`src/rtl/enrg_serial_tx_pkg.sv`:
```
// Shared frame definitions for the energy-data serial link.
// Used by the transmitter and by the event-builder CRC checker.
package enrg_serial_tx_pkg;

  localparam int HDR  = 5;
  localparam int PED  = 8;
  localparam int SMP  = 16;
  localparam int CHW  = PED + SMP;
  localparam int CRCW = 6;
  localparam int EVTW = 1 + 2 * CHW;
  localparam int FRW  = HDR + 2 * CHW;

  localparam logic [CRCW-1:0] CRC_POLY = 6'h03;

  typedef enum logic [2:0] {
    Idle,
    Strt,
    Hdr,
    Chan,
    Crc,
    Gap
  } state_t;

  typedef struct packed {
    logic            twoVsThree;
    logic [PED-1:0]  ped2;
    logic [SMP-1:0]  smp2;
    logic [PED-1:0]  ped3;
    logic [SMP-1:0]  smp3;
  } evt_t;

  // One serial step of CRC-6 (x^6+x+1), MSB-first, no reflection.
  function automatic logic [CRCW-1:0] crc6Step(input logic [CRCW-1:0] crc, input logic din);
    logic fb;
    fb = din ^ crc[CRCW-1];
    return {crc[CRCW-2:0], 1'b0} ^ (fb ? CRC_POLY : '0);
  endfunction

endpackage

```
`src/rtl/enrg_serial_tx_if.sv`:
```
// Event load / serial status bundle between the digitizer logic and enrg_serial_tx.
interface enrg_serial_tx_if;

  logic [3:0]  Address;
  logic        Load;
  logic        TwoVsThree;
  logic [7:0]  Ped2;
  logic [15:0] Smp2;
  logic [7:0]  Ped3;
  logic [15:0] Smp3;
  logic        Data;
  logic        Busy;
  logic        Full;
  logic [4:0]  NEvt;
  logic        Overflow;

  modport master (
    output Address, Load, TwoVsThree, Ped2, Smp2, Ped3, Smp3,
    input  Data, Busy, Full, NEvt, Overflow
  );

  modport slave (
    input  Address, Load, TwoVsThree, Ped2, Smp2, Ped3, Smp3,
    output Data, Busy, Full, NEvt, Overflow
  );

endinterface

```
`src/rtl/enrg_serial_tx_crc6_gen.sv`:
```
// Serial CRC-6 accumulator, one bit per clock; Clr restarts it at each frame.
module crc6_gen
  import enrg_serial_tx_pkg::*;
(
  input  logic            Clock,
  input  logic            Reset,
  input  logic            Clr,
  input  logic            En,
  input  logic            Din,
  output logic [CRCW-1:0] Crc
);

  always_ff @(posedge Clock) begin
    if (Reset || Clr) begin
      Crc <= '0;
    end else if (En) begin
      Crc <= crc6Step(Crc, Din);
    end
  end

endmodule

```
`src/rtl/enrg_serial_tx.sv`:
```
// Energy-data serial transmitter: event FIFO plus a frame serializer
// emitting start, header, channel words and CRC-6, one bit per clock.
module enrg_serial_tx
  import enrg_serial_tx_pkg::*;
#(
  parameter int DEPTH = 4,
  parameter int GAP   = 2
)
(
  input  logic Clock,
  input  logic Reset,
  enrg_serial_tx_if.slave bus
);

  localparam int AW = $clog2(DEPTH);

  evt_t            fifoMem [DEPTH];
  logic [AW-1:0]   wrPtr;
  logic [AW-1:0]   rdPtr;
  logic [4:0]      count;
  logic            full;
  logic            empty;
  logic            push;
  logic            pop;
  evt_t            evtIn;
  evt_t            head;

  state_t          state;
  logic [5:0]      bitCnt;
  logic [FRW-1:0]  shiftReg;
  logic            twoCh;
  logic            crcEn;
  logic            crcDin;
  logic [CRCW-1:0] crcVal;

  assign full  = (count == 5'(DEPTH));
  assign empty = (count == 5'd0);
  assign evtIn = {bus.TwoVsThree, bus.Ped2, bus.Smp2, bus.Ped3, bus.Smp3};
  assign head  = fifoMem[rdPtr];
  assign push  = bus.Load && !full;

  // The last gap cycle doubles as Idle so back-to-back frames keep exactly GAP zeros.
  assign pop = !empty && ((state == Idle) || ((state == Gap) && (bitCnt == 6'd0)));

  assign bus.Full = full;
  assign bus.NEvt = count;

  always_ff @(posedge Clock) begin
    if (push) begin
      fifoMem[wrPtr] <= evtIn;
    end
  end

  always_ff @(posedge Clock) begin
    if (Reset) begin
      wrPtr        <= '0;
      rdPtr        <= '0;
      count        <= '0;
      bus.Overflow <= 1'b0;
    end else begin
      if (push) begin
        wrPtr <= wrPtr + AW'(1);
      end
      if (pop) begin
        rdPtr <= rdPtr + AW'(1);
      end
      count        <= count + 5'(push) - 5'(pop);
      bus.Overflow <= bus.Load && full;
    end
  end

  assign crcEn  = (state == Strt) || (state == Hdr) || (state == Chan);
  assign crcDin = (state == Strt) ? 1'b1 : shiftReg[FRW-1];

  crc6_gen u_crc (
    .Clock (Clock),
    .Reset (Reset),
    .Clr   (pop),
    .En    (crcEn),
    .Din   (crcDin),
    .Crc   (crcVal)
  );

  always_ff @(posedge Clock) begin
    if (Reset) begin
      state    <= Idle;
      bus.Data <= 1'b0;
      bus.Busy <= 1'b0;
      bitCnt   <= '0;
      shiftReg <= '0;
      twoCh    <= 1'b0;
    end else begin
      // Address is captured together with the popped event fields.
      if (pop) begin
        shiftReg <= {head.twoVsThree, bus.Address, head.ped2, head.smp2, head.ped3, head.smp3};
        twoCh    <= head.twoVsThree;
      end
      case (state)
        Idle: begin
          bus.Data <= 1'b0;
          bus.Busy <= 1'b0;
          if (pop) begin
            state <= Strt;
          end
        end
        Strt: begin
          bus.Data <= 1'b1;
          bus.Busy <= 1'b1;
          bitCnt   <= 6'(HDR - 1);
          state    <= Hdr;
        end
        Hdr: begin
          bus.Data <= shiftReg[FRW-1];
          shiftReg <= {shiftReg[FRW-2:0], 1'b0};
          if (bitCnt == 6'd0) begin
            bitCnt <= twoCh ? 6'(2 * CHW - 1) : 6'(CHW - 1);
            state  <= Chan;
          end else begin
            bitCnt <= bitCnt - 6'd1;
          end
        end
        Chan: begin
          bus.Data <= shiftReg[FRW-1];
          shiftReg <= {shiftReg[FRW-2:0], 1'b0};
          if (bitCnt == 6'd0) begin
            bitCnt <= 6'(CRCW - 1);
            state  <= Crc;
          end else begin
            bitCnt <= bitCnt - 6'd1;
          end
        end
        Crc: begin
          bus.Data <= crcVal[bitCnt[2:0]];
          if (bitCnt == 6'd0) begin
            bitCnt <= 6'(GAP - 1);
            state  <= Gap;
          end else begin
            bitCnt <= bitCnt - 6'd1;
          end
        end
        Gap: begin
          bus.Data <= 1'b0;
          bus.Busy <= 1'b1;
          if (bitCnt == 6'd0) begin
            state <= pop ? Strt : Idle;
          end else begin
            bitCnt <= bitCnt - 6'd1;
          end
        end
        default: begin
          bus.Data <= 1'b0;
          bus.Busy <= 1'b0;
          state    <= Idle;
        end
      endcase
    end
  end

endmodule

```
`src/flat_wrapper.sv`:
```
// flat-port wrapper written by rule: the top's interface ports become plain ports
module enrg_serial_tx_flat import enrg_serial_tx_pkg::*;
#(
  parameter int DEPTH = 4,
  parameter int GAP   = 2
)
  (Clock, Reset, bus_Address, bus_Load, bus_TwoVsThree, bus_Ped2, bus_Smp2, bus_Ped3, bus_Smp3, bus_Data, bus_Busy, bus_Full, bus_NEvt, bus_Overflow);
  enrg_serial_tx_if bus_i ();
  input  logic Clock;
  input  logic Reset;
  input wire logic [$bits(bus_i.Address)-1:0] bus_Address;
  input wire logic [$bits(bus_i.Load)-1:0] bus_Load;
  input wire logic [$bits(bus_i.TwoVsThree)-1:0] bus_TwoVsThree;
  input wire logic [$bits(bus_i.Ped2)-1:0] bus_Ped2;
  input wire logic [$bits(bus_i.Smp2)-1:0] bus_Smp2;
  input wire logic [$bits(bus_i.Ped3)-1:0] bus_Ped3;
  input wire logic [$bits(bus_i.Smp3)-1:0] bus_Smp3;
  output wire logic [$bits(bus_i.Data)-1:0] bus_Data;
  output wire logic [$bits(bus_i.Busy)-1:0] bus_Busy;
  output wire logic [$bits(bus_i.Full)-1:0] bus_Full;
  output wire logic [$bits(bus_i.NEvt)-1:0] bus_NEvt;
  output wire logic [$bits(bus_i.Overflow)-1:0] bus_Overflow;
  assign bus_i.Address = bus_Address;
  assign bus_i.Load = bus_Load;
  assign bus_i.TwoVsThree = bus_TwoVsThree;
  assign bus_i.Ped2 = bus_Ped2;
  assign bus_i.Smp2 = bus_Smp2;
  assign bus_i.Ped3 = bus_Ped3;
  assign bus_i.Smp3 = bus_Smp3;
  assign bus_Data = bus_i.Data;
  assign bus_Busy = bus_i.Busy;
  assign bus_Full = bus_i.Full;
  assign bus_NEvt = bus_i.NEvt;
  assign bus_Overflow = bus_i.Overflow;
  enrg_serial_tx #(.DEPTH(DEPTH), .GAP(GAP)) u_core (.Clock(Clock), .Reset(Reset), .bus(bus_i));
endmodule
```
`config.mk`:
```
export PLATFORM = sky130hd
export DESIGN_NAME = enrg_serial_tx_flat
export DESIGN_NICKNAME = d
export VERILOG_FILES = /design/src/rtl/enrg_serial_tx_pkg.sv /design/src/rtl/enrg_serial_tx_if.sv /design/src/rtl/enrg_serial_tx_crc6_gen.sv /design/src/rtl/enrg_serial_tx.sv /design/src/flat_wrapper.sv
export SDC_FILE = /design/constraint.sdc
export NUM_CORES = 1
export LEC_CHECK = 0
export CORE_MARGIN = 2
export CORE_UTILIZATION = 29
export CTS_CLUSTER_SIZE = 25
export DETAILED_ROUTE_END_ITERATION = 8
export PLACE_DENSITY = 0.52
export SLEW_MARGIN = 5
export SYNTH_ARGS = -nofsm -noshare
export SYNTH_HDL_FRONTEND = slang
export SYNTH_SLANG_ARGS = --single-unit
export TNS_END_PERCENT = 1
```
`constraint.sdc`:
```
create_clock -name Clock -period 3.4 [get_ports Clock]
set_input_delay 0.68 -clock Clock [delete_from_list [all_inputs] [get_ports Clock]]
set_output_delay 0.68 -clock Clock [all_outputs]
set_load 0.02 [all_outputs]
```
==> images/class_map.png <==
Bar = 50 um.
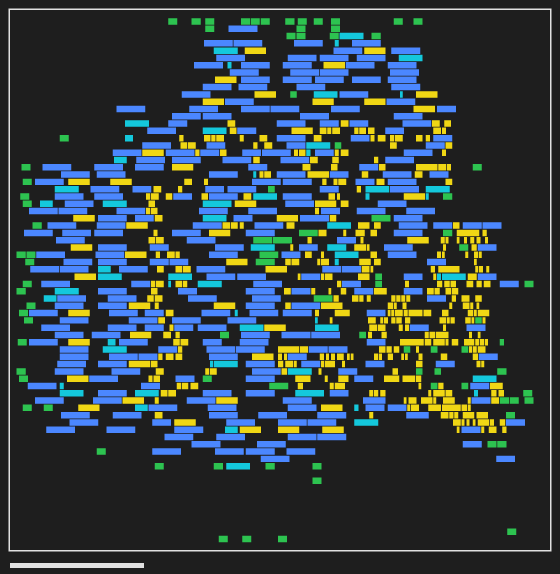
class	colour	cells	share of their area
remaining logic cells	yellow	389	27%
clock drivers and dummy loads	cyan	58	8.0%
remaining buffers and delay cells	green	86	7.0%
registers	blue	279	59%
final instance area: 13,600 sq um
sequential share of cell area: 0.557

==> images/clock_wires.png <==
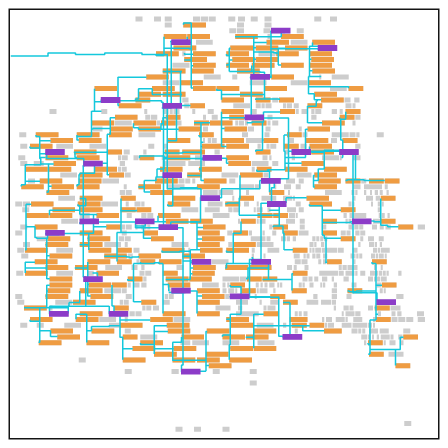
[clock-net drivers] purple | count: 31
[flip-flops] orange | count: 279
[clock wires] cyan | length: 3,400 um
routed clock nets	32
clk_lat worst skew: 0.56 ns
Clock Skews: 0.0118 ns
Clock Power: 3.29 mW
Clock power frac: 0.279

==> images/m1.png <==
Supply wires on this layer in grey. Cells faint in the background.
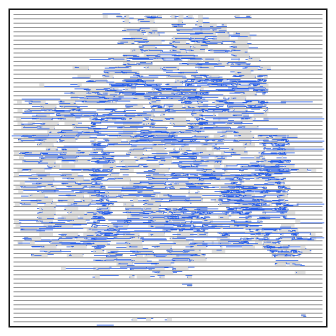
share of all routed wire	45%
main direction	horizontal
longest straight run	52.0 um
nets with wire on the layer	796
GRT met1 Usage: 0.169
Final Routed Wirelength: 25.3 mm
vias: 6,583

==> flow_summary.yaml <==
# generated from flow reports
yosys:
  async_flop_share: 0
  top_cells_by_count: "edfxtp_1, dfxtp_1, a21oi_1, mux4_2, o211ai_1"
  ys_area_sq_um: 11300
  area_leaders: "edfxtp_1, dfxtp_1, mux4_2"
  top_cell: "edfxtp_1"
  yosysUniqueCellTypes: 63
  ys_seq_frac: 0.667
  yosys_warnings: 0
  fp_nets: 797
  top_area_cell: "edfxtp_1"
  synth-cells-yosys: 729
  edf_count: 196
  syn_inst: 729
  avgSynthCellArea_sq_um: 15.5
clock_network:
  ctsHoldBuffers: 0
  ctsResizeCount: 0
  post_cts_buffers: 0
  htree_levels: 1
  clk_pin_slew_ns: 0.06
  cts_tree: "yes"
  numCtsBuffers: 31
pwr:
  p_comb_frac: 0.312
  powerDensity_nw_per_um2: 869
  seqPwrFrac: 0.409
  p_total_mw: 11.8
  leakage_nw: 4.29
  internal_power_mw: 7.89
critical_path:
  cp-end-kind: "register"
  r2r-end: "u_core.bus.NEvt[4]$_SDFF_PP0_"
  startpoint_type: "register"
  path_cells: "inv_1, ha_1, or4b_4, nor2b_4, nand2_2, inv_2, ha_1, inv_1, ha_1, fa_1, a21oi_1, nor2_1, or3_1, a21oi_1"
  cp_num_buf_inv: 3
  rr_worst_depth: 14
  critPathLaunch: "u_core.bus.NEvt[2]$_SDFF_PP0_"
  path_depth: 14
  path_common_cell: "ha_1"
  worst_path_max_delay_cell: "or4b_4"
  crit_family: "simple AND/OR/NAND/NOR gates"
  crit_type: "reg -> reg"
  worstSetupEndpoint: "u_core.bus.NEvt[4]$_SDFF_PP0_"
  r2r_setup_slack_ns: 0.32
  crit_fanout: 5
  crit_arrival_ns: 3.58
final_layout:
  num_antenna_cells: 0
  fin_nets: 855
  flop_area_sq_um: 7550
  drive_above_1_share: 0.177
  final_cell_mix: "edfxtp_1, dfxtp_1, a21oi_1"
  finalNonFillerCells: 1330
  fillerInstances: 3769
  area_delta_synth_final_pct: 19.9
  postLayoutCoreUtil: 0.352
global_routing:
  grt_max_degree: 52
  grt_overflow_total: 0
  antenna_found_initial: 0
  grt_pass1_vias: 6793
  grt_pass1_wl_mm: 40.2
floorplan:
  top_level_ports: 65
  fp.dieW_um: 201
  initCoreUtil: 0.293
  rows: 72
  core_area_sq_um: 38600
  fp.dieH_um: 201
timing:
  fmax_mhz: 324
  worst_slack_ns: 0.316
  period_minus_slack_ns: 3.08
  fin_setup_tns_ns: 0
  setup_viol: 0
  fin_crit_sh: 0.907
  slew_headroom: 0.446
placement:
  place_ws_ns: 0.310
  dp_hpwl_mm: 15.1
  dpl-instance-area_sq_um: 12500
  gp_congestion: 0.804
worst_hold_path:
  hold_depth: 2
  holdCritStartpoint: "Reset"
  hp-class: "in -> reg"
  hold_end: "u_core.bus.NEvt[4]$_SDFF_PP0_"
detailed_routing:
  viasPerCell: 4.95
  drc: 0
  wl_per_cell_um: 19.1
  ant_nets: 0
  firstDrtPassIters: 5
run_status:
  status: "completed"
job:
  tool_warnings: 30
-- layout make-up --
class | instances | share of cell area
clock buffers | 40 | 0.0641
flip-flops and latches | 279 | 0.557
multi-input cells | 369 | 0.247
repair buffers | 86 | 0.0664
well taps | 518 | 0.0478
inverters | 20 | 0.00554
clock inverters | 18 | 0.0116
-- kinds of logic (layout without fill, tap and decap cells) --
| kind of cell | after synthesis | after routing | synth area share |
|---|---|---|---|
| buf+inv | 81 | 164 | 0.0379 |
| simple gates | 104 | 104 | 0.0515 |
| xor+xnor | 6 | 6 | 0.00597 |
| mux | 52 | 52 | 0.101 |
| fa+ha+maj | 12 | 12 | 0.0139 |
| flops | 279 | 279 | 0.667 |
| compound gates | 195 | 195 | 0.122 |
-- power groups by stage --
stage / logic (mW) / registers [mW] / clock network, mW
CTS: 3.72 / 4.83 / 3.38
floorplan: 3.01 / 4.63 / 0
finish: 3.68 / 4.82 / 3.29
global route: 4.03 / 4.91 / 3.52
global placement: 3.70 / 4.89 / 0
detailed placement: 3.71 / 4.89 / 0
-- sequential cells by signal (all words and copies together) (netlist names), named ones only --
| register | flops |
|---|---|
| u_core.fifoMem | 196 |
| u_core.shiftReg | 53 |
| u_core.bitCnt | 6 |
| u_core.u_crc.Crc | 6 |
| u_core.bus.NEvt | 5 |
| u_core.state | 3 |
| u_core.rdPtr | 2 |
| u_core.wrPtr | 2 |
| u_core.bus.Busy | 1 |
| u_core.bus.Data | 1 |
| u_core.bus.Overflow | 1 |
| u_core.twoCh | 1 |
-- layer usage --
metal  share of wire  global-route usage
met3           0.037              0.0173
met5               0                   0
met2            0.48               0.210
met1            0.45               0.169
met4           0.027              0.0362
Power is estimated from default activity; no workload was simulated.
